pdn.png
Scale bar: 20 µm. Pins as bars on the die edge.
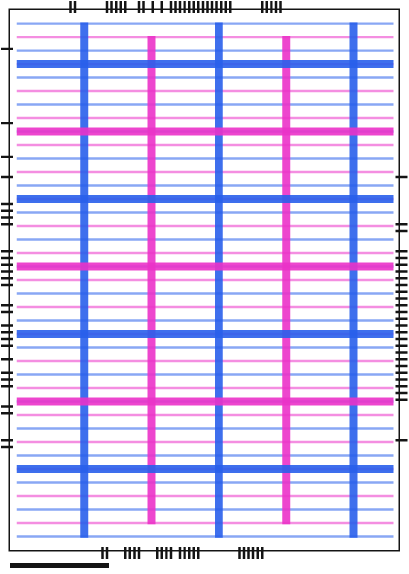
cell_classes.png
Scale bar: 20 µm.
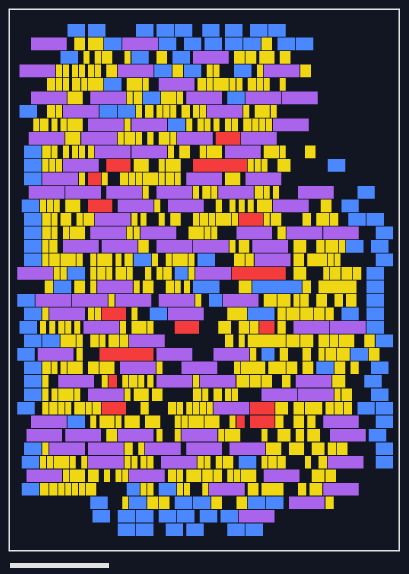
clock_map.png
Scale bar: 20 µm.
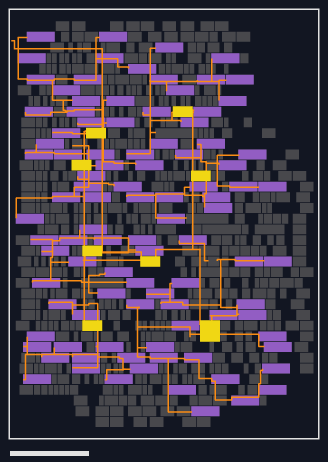
metal_stack.png
Only two layers are drawn.
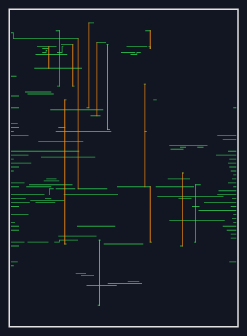
final_placement.png
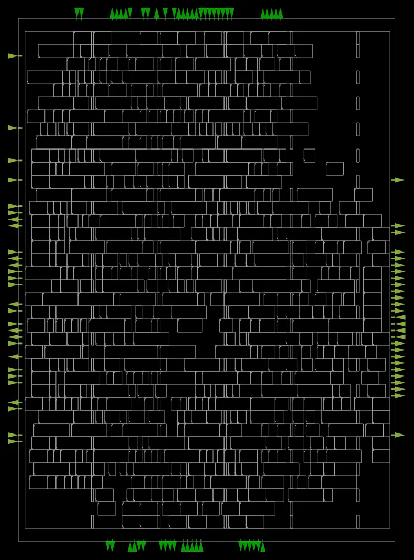
--- config.mk ---
export PLATFORM = sky130hd
export DESIGN_NAME = pipe_stage_skid_flat
export DESIGN_NICKNAME = d
export VERILOG_FILES = /design/src/rtl/pipe_stage_skid_if.sv /design/src/rtl/pipe_stage_skid.sv /design/src/flat_wrapper.sv
export SDC_FILE = /design/constraint.sdc
export NUM_CORES = 1
export LEC_CHECK = 0
export ABC_AREA = 0
export CAP_MARGIN = 40
export CORE_ASPECT_RATIO = 1.4
export CORE_UTILIZATION = 53
export DETAILED_ROUTE_END_ITERATION = 16
export MAX_ROUTING_LAYER = met4
export PLACE_DENSITY = 0.95
export SLEW_MARGIN = 40
export SYNTH_ARGS = -nofsm -noshare
export SYNTH_HDL_FRONTEND = slang
export SYNTH_SLANG_ARGS = --single-unit
--- constraint.sdc ---
create_clock -name CLOCK -period 4.3 [get_ports CLOCK]
set_input_delay 0.645 -clock CLOCK [delete_from_list [all_inputs] [get_ports CLOCK]]
set_output_delay 0.645 -clock CLOCK [all_outputs]
set_load 0.01 [all_outputs]
--- src/rtl/pipe_stage_skid_if.sv ---
// Valid/ready beat bus used on both sides of pipe_stage_skid.
//   valid : beat present (driven by the producer)
//   ready : consumer accepts the beat this cycle
//   data  : payload
//   ctrl  : control bits travelling with the payload
// master = producer side, slave = consumer side.
interface pipe_stage_skid_if #(
  parameter int DATA_WIDTH = 32,
  parameter int CTRL_WIDTH = 8
);
  logic                  valid;
  logic                  ready;
  logic [DATA_WIDTH-1:0] data;
  logic [CTRL_WIDTH-1:0] ctrl;

  modport master (output valid, output data, output ctrl, input ready);
  modport slave  (input valid, input data, input ctrl, output ready);
endinterface

--- src/rtl/pipe_stage_skid.sv ---
// Elastic pipeline register with a two-entry skid buffer.
// Carries a payload plus control bits between two pipeline stages and keeps
// the hazard unit's STALL/FLUSH semantics. Control bits read 0 on bubbles.
// Ports:
//   CLOCK      : clock, rising edge
//   RESET      : synchronous, active-high
//   FLUSH      : discard held entries and the beat presented this cycle
//   STALL      : hold the output entry (same as OUT.ready = 0)
//   IN         : upstream beat bus (this stage is the consumer)
//   OUT        : downstream beat bus (this stage is the producer)
//   OCCUPANCY  : held entries, 0..2
//   BP_CYCLES  : saturating count of valid-but-not-accepted output cycles
module pipe_stage_skid #(
  parameter int DATA_WIDTH          = 32,
  parameter int CTRL_WIDTH          = 8,
  parameter bit ZERO_DATA_ON_BUBBLE = 1'b1,
  parameter int CNT_WIDTH           = 16
) (
  input  logic                 CLOCK,
  input  logic                 RESET,
  input  logic                 FLUSH,
  input  logic                 STALL,
  pipe_stage_skid_if.slave     IN,
  pipe_stage_skid_if.master    OUT,
  output logic [1:0]           OCCUPANCY,
  output logic [CNT_WIDTH-1:0] BP_CYCLES
);

  typedef enum logic [1:0] {
    EMPTY = 2'd0,
    ONE   = 2'd1,
    FULL  = 2'd2
  } state_t;

  state_t                state_q, state_d;
  logic [DATA_WIDTH-1:0] out_data_q, out_data_d;
  logic [CTRL_WIDTH-1:0] out_ctrl_q, out_ctrl_d;
  logic [DATA_WIDTH-1:0] skid_data_q, skid_data_d;
  logic [CTRL_WIDTH-1:0] skid_ctrl_q, skid_ctrl_d;
  logic [CNT_WIDTH-1:0]  bp_q;

  logic in_ready;
  logic out_valid;
  logic in_fire;
  logic out_fire;
  logic backpressured;

  // Both handshake outputs come from registered state only, so neither
  // OUT.ready nor STALL reaches IN.ready combinationally.
  assign in_ready      = (state_q != FULL);
  assign out_valid     = (state_q != EMPTY);
  assign in_fire       = IN.valid & in_ready;
  assign out_fire      = out_valid & OUT.ready & ~STALL;
  assign backpressured = out_valid & ~(OUT.ready & ~STALL);

  always_comb begin
    state_d     = state_q;
    out_data_d  = out_data_q;
    out_ctrl_d  = out_ctrl_q;
    skid_data_d = skid_data_q;
    skid_ctrl_d = skid_ctrl_q;
    if (FLUSH) begin
      // The beat presented this cycle is dropped even though IN.ready=1.
      state_d     = EMPTY;
      out_data_d  = '0;
      out_ctrl_d  = '0;
      skid_data_d = '0;
      skid_ctrl_d = '0;
    end else begin
      unique case (state_q)
        EMPTY: begin
          if (in_fire) begin
            out_data_d = IN.data;
            out_ctrl_d = IN.ctrl;
            state_d    = ONE;
          end
        end
        ONE: begin
          if (in_fire && out_fire) begin
            out_data_d = IN.data;
            out_ctrl_d = IN.ctrl;
          end else if (in_fire) begin
            // Output entry is held; the new beat parks behind it.
            skid_data_d = IN.data;
            skid_ctrl_d = IN.ctrl;
            state_d     = FULL;
          end else if (out_fire) begin
            state_d = EMPTY;
          end
        end
        FULL: begin
          if (out_fire) begin
            out_data_d = skid_data_q;
            out_ctrl_d = skid_ctrl_q;
            state_d    = ONE;
          end
        end
        default: state_d = EMPTY;
      endcase
    end
  end

  always_ff @(posedge CLOCK) begin
    if (RESET) begin
      state_q     <= EMPTY;
      out_data_q  <= '0;
      out_ctrl_q  <= '0;
      skid_data_q <= '0;
      skid_ctrl_q <= '0;
    end else begin
      state_q     <= state_d;
      out_data_q  <= out_data_d;
      out_ctrl_q  <= out_ctrl_d;
      skid_data_q <= skid_data_d;
      skid_ctrl_q <= skid_ctrl_d;
    end
  end

  // Counts in flush cycles too; only RESET clears it.
  always_ff @(posedge CLOCK) begin
    if (RESET) begin
      bp_q <= '0;
    end else if (backpressured && (bp_q != '1)) begin
      bp_q <= bp_q + CNT_WIDTH'(1);
    end
  end

  always_comb begin
    OCCUPANCY = 2'd0;
    unique case (state_q)
      EMPTY:   OCCUPANCY = 2'd0;
      ONE:     OCCUPANCY = 2'd1;
      FULL:    OCCUPANCY = 2'd2;
      default: OCCUPANCY = 2'd0;
    endcase
  end

  assign IN.ready  = in_ready;
  assign OUT.valid = out_valid;
  assign OUT.ctrl  = out_valid ? out_ctrl_q : '0;
  assign OUT.data  = (ZERO_DATA_ON_BUBBLE && !out_valid) ? '0 : out_data_q;
  assign BP_CYCLES = bp_q;

endmodule
--- src/flat_wrapper.sv ---
// flat-port wrapper written by rule: the top's interface ports become plain ports
module pipe_stage_skid_flat 
#(
  parameter int DATA_WIDTH          = 32,
  parameter int CTRL_WIDTH          = 8,
  parameter bit ZERO_DATA_ON_BUBBLE = 1'b1,
  parameter int CNT_WIDTH           = 16
)
  (CLOCK, RESET, FLUSH, STALL, OCCUPANCY, BP_CYCLES, IN_valid, IN_data, IN_ctrl, IN_ready, OUT_valid, OUT_data, OUT_ctrl, OUT_ready);
  pipe_stage_skid_if #(.DATA_WIDTH(DATA_WIDTH), .CTRL_WIDTH(CTRL_WIDTH)) IN_i ();
  pipe_stage_skid_if #(.DATA_WIDTH(DATA_WIDTH), .CTRL_WIDTH(CTRL_WIDTH)) OUT_i ();
  input  logic CLOCK;
  input  logic RESET;
  input  logic FLUSH;
  input  logic STALL;
  output logic [1:0] OCCUPANCY;
  output logic [CNT_WIDTH-1:0] BP_CYCLES;
  input wire logic [$bits(IN_i.valid)-1:0] IN_valid;
  input wire logic [$bits(IN_i.data)-1:0] IN_data;
  input wire logic [$bits(IN_i.ctrl)-1:0] IN_ctrl;
  output wire logic [$bits(IN_i.ready)-1:0] IN_ready;
  output wire logic [$bits(OUT_i.valid)-1:0] OUT_valid;
  output wire logic [$bits(OUT_i.data)-1:0] OUT_data;
  output wire logic [$bits(OUT_i.ctrl)-1:0] OUT_ctrl;
  input wire logic [$bits(OUT_i.ready)-1:0] OUT_ready;
  assign IN_i.valid = IN_valid;
  assign IN_i.data = IN_data;
  assign IN_i.ctrl = IN_ctrl;
  assign IN_ready = IN_i.ready;
  assign OUT_valid = OUT_i.valid;
  assign OUT_data = OUT_i.data;
  assign OUT_ctrl = OUT_i.ctrl;
  assign OUT_i.ready = OUT_ready;
  pipe_stage_skid #(.DATA_WIDTH(DATA_WIDTH), .CTRL_WIDTH(CTRL_WIDTH), .ZERO_DATA_ON_BUBBLE(ZERO_DATA_ON_BUBBLE), .CNT_WIDTH(CNT_WIDTH)) u_core (.CLOCK(CLOCK), .RESET(RESET), .FLUSH(FLUSH), .STALL(STALL), .IN(IN_i), .OUT(OUT_i), .OCCUPANCY(OCCUPANCY), .BP_CYCLES(BP_CYCLES));
endmodule
==> Implementation_results.wiki <==
=== Synthesis and place and route ===
{| class="wikitable"
! Metric !! Value
|-
| Postcts setup bufs || 0
|-
| Critical Path Stages || 4
|-
| Max-cap violations || 0
|-
| Crit share post-route || 0.6866
|-
| Flops after synth || 98
|-
| Maximum number of buffers from clock root to sink || 2
|-
| Number of cells on the worst reg-to-reg path || 5
|-
| Critical path required time || 3.65 ns
|-
| Synth async-reset ratio || 0
|-
| Quantity of hold-fixing buffers added after cts || 0
|-
| Largest power group || sequential cells
|-
| Simple-Gate Area Share || 0.3111
|-
| Total nets after synthesis || between 600 and 700
|-
| Achievable Freq || approximately 340 MHz
|-
| Number of global-route vias before repair || between 3000 and 4000
|-
| Largest voltage drop on the vdd net || ~270 µV
|-
| Number of DRC violations after detailed routing || 0
|-
| Source of the critical timing path || u_core.state_q[1]
|-
| Top non-seq family || simple AND/OR/NAND/NOR gates
|-
| Mean instance size in the synthesized netlist || 7.727 µm²
|-
| Transition time of the tightest slew-check pin || roughly 0.77 ns
|-
| FF-to-FF End || u_core.BP_CYCLES[15]
|-
| Length of the first detailed-routing pass in iterations || 7
|-
| Most frequently used cell type in the post-synthesis netlist || sky130_fd_sc_hd__nand2_1
|-
| DIE HEIGHT || roughly 110 µm
|-
| H-tree levels || 3
|-
| Dominant cell area share || 0.4542
|-
| Status || completed
|-
| Congestion Overflow GR || 0
|-
| Non-CTS inverters || 4
|-
| Kind of end point of the critical path || primary output
|-
| Cell type group with the largest total delay on the critical path || buffers and inverters
|-
| Top cells by instance count after synthesis || 165 x sky130_fd_sc_hd__nand2_1, 98 x sky130_fd_sc_hd__dfxtp_1, 56 x sky130_fd_sc_hd__a21oi_1
|-
| Setup_tns || 0 ns
|-
| Cts repair resizes || 0
|-
| Maximum fanout encountered on the critical timing path || approximately 47
|-
| Commonest cells after routing, fill and taps aside || 165 x sky130_fd_sc_hd__nand2_1, 105 x sky130_fd_sc_hd__clkdlybuf4s50_1, 98 x sky130_fd_sc_hd__dfxtp_1
|-
| Register area share after synthesis || 0.4542
|-
| Leakage power || just under 2 nW
|-
| Hold path startpoint || u_core.skid_data_q[24]
|-
| Mux area share || 0.002607
|-
| Post-synth cell types || 39
|-
| XORs/XNORs by Area || 0
|-
| Worst Setup Path Type || reg2out
|-
| Count of mapped cells out of synthesis || between 500 and 600
|-
| Largest net degree at the start of global routing || about 81
|-
| Portion of total power attributed to combinational logic || 0.097
|-
| Number of DRC markers in iteration 0 || 302
|}
-- pdn.png (at the start) --
- blue: VSS
- magenta: VDD
- rows: 38
- met5 straps: 7

-- cell_classes.png (at the start) --
- yellow: all other logic (cells 416; share of their area 39%)
- purple: flops (cells 98; share of their area 36%)
- red: clock drivers and dummy loads (cells 16; share of their area 4.4%)
- blue: other buffers and delay cells (cells 112; share of their area 21%)
post-route core utilization: 0.7198
sequential fraction of total cell area: 0.3474
Core Footprint: 0.007845 mm²

-- clock_map.png (at the start) --
- yellow: cells driving clock nets (count 9)
- orange: clock wires (length 1040 µm)
- purple: flip-flops (count 98)
- flops lie: widely spread
- routed clock nets: 10
clock latency of the later-clocked register in the worst-skew pair: 0.36 ns
power of the clock network: 0.000707 W
clock network fraction of design power: 0.387
final worst clock skew: 0.01236 ns

-- metal_stack.png (at the start) --
- green: met3 (wire length 669 µm)
- orange: met4 (wire length 354 µm)
WL final: 11.25 mm
via count: 4272
All-Layer GR Usage: 0.2810
wire per inst: 15.16 µm

-- final_placement.png (at the start) --
row cnt: 38
number of inserted filler cells in the final layout: 575

metrics by stage:
step	setup WS, ns	area [µm²]	power [W]	util	hold WS (ns)
2_1_floorplan	2.424	4319	0.001054	-	0.4366
3_5_place_dp	1.522	5406	0.001137	0.6892	0.4471
6_report	1.348	5647	0.001825	0.7198	0.4598
3_3_place_gp	1.604	5344	0.001126	0.6812	0.4409
5_1_grt	1.148	5647	0.001880	0.7198	0.4793
4_1_cts	1.337	5647	0.001826	0.7198	0.4603
layer usage:
layer,GRT usage,part of all wire,vias up
met1,0.3240,0.39,1992
met3,0.02845,0.059,31
met2,0.4837,0.52,180
met4,0.1442,0.031,0
met5,-,0,-
li1,-,-,2069
No activity file was given, so power comes from the tool's default toggle rates.
